### config.mk
export PLATFORM = sky130hd
export DESIGN_NAME = xmodem_scene_loader
export DESIGN_NICKNAME = d
export VERILOG_FILES = /design/src/rtl/xmodem_scene_loader.sv
export SDC_FILE = /design/constraint.sdc
export NUM_CORES = 2
export LEC_CHECK = 0
export CORE_MARGIN = 2
export CORE_UTILIZATION = 30
export DETAILED_ROUTE_END_ITERATION = 16
export HOLD_SLACK_MARGIN = 0.08
export SETUP_SLACK_MARGIN = 0.02
export SYNTH_ARGS = -nofsm -noshare
export SYNTH_HDL_FRONTEND = slang
export SYNTH_SLANG_ARGS = --single-unit
### constraint.sdc
create_clock -name clk -period 8.75 [get_ports clk]
set_clock_uncertainty 0.05 [all_clocks]
set_input_delay 1.75 -clock clk [delete_from_list [all_inputs] [get_ports clk]]
set_output_delay 1.75 -clock clk [all_outputs]
set_load 0.02 [all_outputs]
### src/rtl/xmodem_scene_loader.sv
// Receive-side XMODEM (checksum) controller: buffers 128-byte blocks, verifies them and commits good ones to scene memory.
// Optional idle-timeout NAK resync is built when XM_TIMEOUT_EN is defined.
module xmodem_scene_loader #(
  parameter int ADDR_W      = 20,
  parameter int MAX_BYTES   = 20000,
  parameter int BLK_BYTES   = 128,
  parameter int TIMEOUT_CYC = 2000000
) (
  input  logic              clk,
  input  logic              rst_b,
  input  logic [7:0]        rx_data,
  input  logic              rx_valid,
  output logic [7:0]        tx_data,
  output logic              tx_valid,
  input  logic              tx_ready,
  output logic [ADDR_W-1:0] wr_addr,
  output logic [7:0]        wr_data,
  output logic              wr_en,
  input  logic              wr_ready,
  output logic              scene_loaded,
  output logic [ADDR_W-1:0] byte_count,
  output logic              overflow,
  output logic [7:0]        nak_count
);
  localparam int                IDX_W    = $clog2(BLK_BYTES);
  localparam logic [IDX_W-1:0]  LAST_IDX = IDX_W'(BLK_BYTES - 1);
  localparam logic [ADDR_W-1:0] MAX_A    = ADDR_W'(MAX_BYTES);
  localparam logic [7:0] SOH = 8'h01, EOT = 8'h04, ACK = 8'h06, NAK = 8'h15;

  typedef enum logic [3:0] {
    WAIT_SOH, BLK, BLKN, DATA, CKSUM, COMMIT, SEND_ACK, SEND_NAK, DONE
  } state_t;

  state_t            state;
  logic [7:0]        buffer [BLK_BYTES];
  logic [7:0]        blk, blkn, sum, expected;
  logic [IDX_W-1:0]  idx;
  logic              eot;

  logic [IDX_W-1:0]  idx_nxt, pres_idx;
  logic [ADDR_W-1:0] cnt_nxt, pres_addr;
  logic              pres_ok, frame_ok, is_dup, is_cur, commit_step;
  logic [7:0]        nak_inc;
  logic              timeout;

  assign idx_nxt     = idx + IDX_W'(1);
  assign cnt_nxt     = wr_en ? byte_count + ADDR_W'(1) : byte_count;
  assign frame_ok    = (blkn == ~blk) && (rx_data == sum);
  assign is_dup      = (blk == expected - 8'd1);
  assign is_cur      = (blk == expected);
  assign nak_inc     = (nak_count == 8'hFF) ? nak_count : nak_count + 8'd1;
  // A skipped (over-capacity) byte advances without a handshake.
  assign commit_step = !wr_en || wr_ready;

  // Next byte to present: first byte on entry from CKSUM, else the one after the current.
  always_comb begin
    pres_idx  = idx_nxt;
    pres_addr = cnt_nxt;
    if (state == CKSUM) begin
      pres_idx  = '0;
      pres_addr = byte_count;
    end
  end
  assign pres_ok = pres_addr < MAX_A;

  always_ff @(posedge clk)
    if (state == DATA && rx_valid) buffer[idx] <= rx_data;

`ifdef XM_TIMEOUT_EN
  localparam int TO_W = $clog2(TIMEOUT_CYC + 1);
  logic [TO_W-1:0] idle_cnt;
  logic            seen_soh, idle_run;

  assign idle_run = (state inside {BLK, BLKN, DATA, CKSUM}) || (state == WAIT_SOH && !seen_soh);
  assign timeout  = idle_run && !rx_valid && (idle_cnt == TO_W'(TIMEOUT_CYC - 1));

  always_ff @(posedge clk) begin
    if (!rst_b) begin
      idle_cnt <= '0;
      seen_soh <= 1'b0;
    end else begin
      if (state == WAIT_SOH && rx_valid && rx_data == SOH) seen_soh <= 1'b1;
      if (rx_valid || !idle_run || timeout) idle_cnt <= '0;
      else                                  idle_cnt <= idle_cnt + TO_W'(1);
    end
  end
`else
  // No idle counter: the receive states wait indefinitely.
  assign timeout = 1'b0 && (TIMEOUT_CYC != 0);
`endif

  always_ff @(posedge clk) begin
    if (!rst_b) begin
      state        <= WAIT_SOH;
      expected     <= 8'd1;
      blk          <= '0;
      blkn         <= '0;
      sum          <= '0;
      idx          <= '0;
      eot          <= 1'b0;
      tx_data      <= '0;
      tx_valid     <= 1'b0;
      wr_addr      <= '0;
      wr_data      <= '0;
      wr_en        <= 1'b0;
      scene_loaded <= 1'b0;
      byte_count   <= '0;
      overflow     <= 1'b0;
      nak_count    <= '0;
    end else if (timeout) begin
      state     <= SEND_NAK;
      tx_valid  <= 1'b1;
      tx_data   <= NAK;
      nak_count <= nak_inc;
    end else begin
      case (state)
        WAIT_SOH: if (rx_valid) begin
          if (rx_data == SOH) state <= BLK;
          else if (rx_data == EOT) begin
            eot      <= 1'b1;
            state    <= SEND_ACK;
            tx_valid <= 1'b1;
            tx_data  <= ACK;
          end
        end
        BLK: if (rx_valid) begin
          blk   <= rx_data;
          state <= BLKN;
        end
        BLKN: if (rx_valid) begin
          blkn  <= rx_data;
          idx   <= '0;
          sum   <= '0;
          state <= DATA;
        end
        DATA: if (rx_valid) begin
          sum <= sum + rx_data;
          idx <= idx_nxt;
          if (idx == LAST_IDX) state <= CKSUM;
        end
        CKSUM: if (rx_valid) begin
          if (frame_ok && is_dup) begin
            state    <= SEND_ACK;
            tx_valid <= 1'b1;
            tx_data  <= ACK;
          end else if (frame_ok && is_cur) begin
            state   <= COMMIT;
            idx     <= '0;
            wr_en   <= pres_ok;
            wr_addr <= pres_addr;
            wr_data <= buffer[pres_idx];
          end else begin
            state     <= SEND_NAK;
            tx_valid  <= 1'b1;
            tx_data   <= NAK;
            nak_count <= nak_inc;
          end
        end
        COMMIT: if (commit_step) begin
          if (wr_en) byte_count <= byte_count + ADDR_W'(1);
          else       overflow   <= 1'b1;
          if (idx == LAST_IDX) begin
            wr_en    <= 1'b0;
            expected <= expected + 8'd1;
            state    <= SEND_ACK;
            tx_valid <= 1'b1;
            tx_data  <= ACK;
          end else begin
            idx     <= idx_nxt;
            wr_en   <= pres_ok;
            wr_addr <= pres_addr;
            wr_data <= buffer[pres_idx];
          end
        end
        SEND_ACK, SEND_NAK: if (tx_ready) begin
          tx_valid <= 1'b0;
          if (eot) begin
            state        <= DONE;
            scene_loaded <= 1'b1;
          end else begin
            state <= WAIT_SOH;
          end
        end
        DONE: ;
        default: state <= WAIT_SOH;
      endcase
    end
  end
endmodule
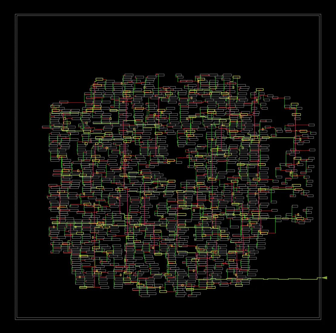
final_clocks.png
cts bufs inserted: 111
number of sinks handled by clock tree synthesis: 1131

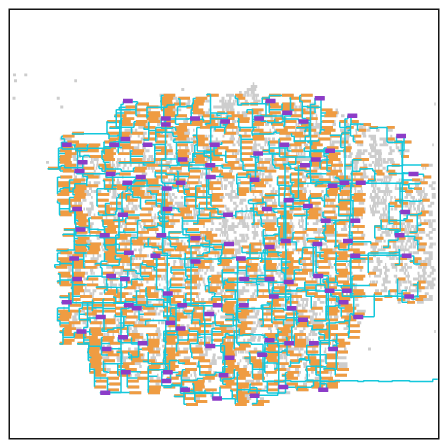
clock_map.png
Key: clock wires = cyan [length 13300 um]; cells driving clock nets = purple [count 111]; flip-flops = orange [count 1131]
There are 112 routed clock nets.

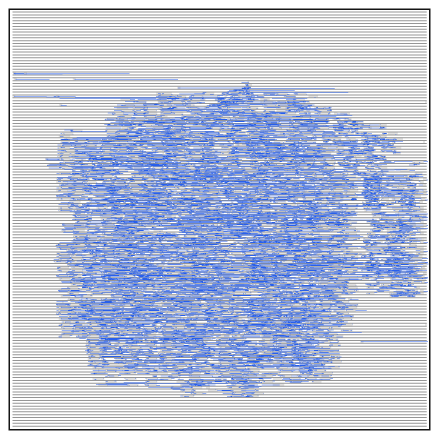
met1.png
Supply wires on this layer in grey. Cells faint in the background.
The wires run mostly horizontal. The longest straight run is 98.9 um.

==> worst reg2reg max path, cell delays in order, from the launching register on <==
cell and delay (ps):
sky130_fd_sc_hd__dfxtp_1 700, sky130_fd_sc_hd__or4b_4 770, sky130_fd_sc_hd__buf_4 370, sky130_fd_sc_hd__nand2_4 570, sky130_fd_sc_hd__buf_4 430, sky130_fd_sc_hd__mux2i_1 320, sky130_fd_sc_hd__a221oi_1 120, sky130_fd_sc_hd__a2111oi_0 1020
sky130_fd_sc_hd__a41o_1 250, sky130_fd_sc_hd__nor3_1 80, sky130_fd_sc_hd__a32o_1 300
==> kinds of logic (layout without fill, tap and decap cells) <==
logic type                 Yosys count  in the layout  synth area share, %
DFF                               1131           1131                70.22
and+or+nand+nor                    990            990                9.753
AOI/OAI and AO/OA                  748            748                11.00
buffers and inverters              264            382                2.404
muxes                              194            194                4.752
xor gates and xnor gates            80             80                1.496
adders and majority gates           13             13               0.3633
other                                1              6             0.008006
==> state kept, by name, summed over array words and instances, names as in the netlist <==
register	count
wr_addr	20
nak_count	8
overflow	1
tx_data	3
buffer	1024
wr_data	8
tx_valid	1
scene_loaded	1
idx	7
expected	8
wr_en	1
sum	8
blkn	8
byte_count	20
state	4
eot	1
blk	8
==> worst paths after layout <==
path / end / slack, ps
hold reg to reg: tx_data[2] / 410
setup / recovery: wr_data[3] / 3670
hold / removal: tx_data[2] / 410
setup reg to reg: wr_data[3] / 3670
==> per-layer routing <==
metal	global-route usage [%]	up-vias	part of all wire, %
met1	26.11	15785	41
met3	3.804	316	11
met2	28.47	2047	45
met4	6.310	6	3.4
met5	0	-	0.021
li1	-	13323	-
==> qor.rpt <==
POWER
---------------------------------------------------------------------------------
Internal cell power                                                       9165 uW
Sequential fraction of design power                                         48.6%
Share of total power consumed by net switching                             24.85%
Power share of the combinational group                                      10.1%
Clk network pwr share                                                       41.3%
Pwr top                                                              sequential cells
Clk power                                                                 5030 uW
Total power draw                                                         12200 uW
Net switching power figure                                                3031 uW
Power Dens Cells                                                     226.9 nW/um^2
Comb pwr                                                                  1240 uW

SYNTHESIS
---------------------------------------------------------------------------------
Post-synthesis average cell area                                      13.69 sq um
Post-synth design cell area                                           46840 sq um
Synth unique cells                                                             93
Cell count after synthesis                                                   3421
Synth warn                                                                      0
Count of flip-flops with a built-in enable after synthesis                   1024
Area share of the largest cell type after synthesis                        65.65%
Top-count cell post-synth                                            sky130_fd_sc_hd__edfxtp_1
Share of the yosys chip area belonging to registers                        70.22%
Top FF cell, synth                                                   sky130_fd_sc_hd__edfxtp_1
Cells taking the most area after synthesis                           sky130_fd_sc_hd__edfxtp_1 (66%), sky130_fd_sc_hd__dfxtp_1 (4.6%), sky130_fd_sc_hd__nand2_1 (2.6%), sky130_fd_sc_hd__mux2i_1 (2.6%), sky130_fd_sc_hd__nor2_1 (2.3%)
Count of instantiated cells in the yosys netlist                             3421
Synthesized registers                                                        1131
Post-synth ARST share                                                          0%
Ranking of synthesized cells by instance count                       sky130_fd_sc_hd__edfxtp_1 (1024), sky130_fd_sc_hd__nand2_1 (321), sky130_fd_sc_hd__nor2_1 (293), sky130_fd_sc_hd__a21oi_1 (147), sky130_fd_sc_hd__clkbuf_1 (137)

STA
---------------------------------------------------------------------------------
Share of the clock period used by the worst path after layout              58.05%
Worst Setup Slack, final                                                  3671 ps
Max-Slew Margin vs Limit                                                   15.68%
Final hold slack                                                         414.0 ps
Final period demand of the worst path                                     5079 ps
Transition time of the tightest slew-check pin                            1233 ps
Fmax achieved                                                           196.9 MHz
RSZ-0062 raised after global routing                                        false
Fin. Hold Viols                                                                 0
Pins Over Slew Limit                                                            0
Final setup vio count                                                           0

LAYOUT
---------------------------------------------------------------------------------
Area growth from synthesis to layout                                       14.75%
Inverter count of the layout excluding clock inverters                         12
Layout clock buffer count                                                     141
Comb area share                                                            24.17%
Number of logic gates                                                        2029
Total number of sequential cells                                             1131
Antenna diode count                                                             2
Number of non-filler instances in the completed layout                       5602
Combined area of the multi-input logic cells                          12990 sq um
Fraction of final layout cells with drive strength greater than 1          10.76%
Most frequent logic cell in the layout                               sky130_fd_sc_hd__edfxtp_1
Area occupied by registers                                            32900 sq um
Area share of buffers outside the clock network                            2.649%
Cell group occupying the most layout area                            flip-flops and latches
Repair and plain buffers                                                      162
Post-route core utilization                                                34.53%
Design area                                                           53750 sq um
Count of fill cells added during filler insertion                           15026
NumNets Final                                                                3473

RUN STATUS
---------------------------------------------------------------------------------
Run status                                                              completed

SETUP PATH
---------------------------------------------------------------------------------
Largest fanout on the critical path                                            43
Chain of cells forming the critical path                             or4b_4 > buf_4 > nand2_4 > buf_4 > mux2i_1 > a221oi_1 > a2111oi_0 > a41o_1 > nor3_1 > a32o_1
Critical Path Max Stage Delay                                             1020 ps
Critical Path Source Type                                                register
Data arrival time at the worst-slack endpoint                             5620 ps
Worst reg2reg path startpoint                                            state[2]
Required time at the worst-slack endpoint                                 9290 ps
CP Class                                                             register to register
FF-to-FF path depth                                                            10
Most numerous cell on the critical path                              sky130_fd_sc_hd__buf_4
Worst path bufs/invs                                                            2
Family with the most delay on the worst path                         AND-OR/OR-AND gates
Logic depth of the worst setup path including buffers                          10
Startpoint of the worst setup timing path                                state[2]

FLOORPLANNING
---------------------------------------------------------------------------------
Tap cell count                                                               2058
Area enclosed by the die boundary                                    159300 sq um
Cell Rows                                                                     145
Width of the chip                                                        399.1 um
Fp util                                                                    30.09%
CORE AREA                                                            155700 sq um
I/O pin cnt                                                                    81
Die extent in y                                                          399.1 um

DRT
---------------------------------------------------------------------------------
Total number of vias                                                        31477
Number of optimization iterations in the first detailed-route pass              6
Final antenna-violating net count                                               0
DRC violation total after the first TritonRoute iteration                    4206
Mean routed wirelength per cell                                          27.21 um
DRC viols                                                                       0

CLOCKING
---------------------------------------------------------------------------------
Number of buffers added to fix hold violations after cts                        0
Clock-pin slew on the worst setup and hold paths                            60 ps
Resize count post-CTS                                                           0
H-tree lvl count                                                                3
Clock Tree Buf Depth                                                            3
Clk Tree Root Cell                                                   sky130_fd_sc_hd__clkbuf_16
Post-CTS setup buffer count                                                     0
TritonCTS clock tree                                                         done
Latency at later pin                                                       710 ps

PLACED DESIGN
---------------------------------------------------------------------------------
Half-perimeter wire length after detailed placement                      92.25 mm
Area post-placement                                                   49930 sq um
Cell count after placement                                                   5392
Worst slack, placed                                                       3180 ps
Port-buffer cells                                                              76

WORST HOLD PATH
---------------------------------------------------------------------------------
Startpoint of the worst hold path                                      tx_data[2]
Instance count along the most critical hold path                                2

GRT
---------------------------------------------------------------------------------
Grt total ovfl                                                                  0
Vias in the first global route                                              29496
Largest net degree at the start of global routing                             114
Number of antenna violations at the first check in global routing               6
Global-route wire length before repair                                   217.2 mm

RUN
---------------------------------------------------------------------------------
OpenROAD warnings                                                              31

No activity file was given, so power comes from the tool's default toggle rates.
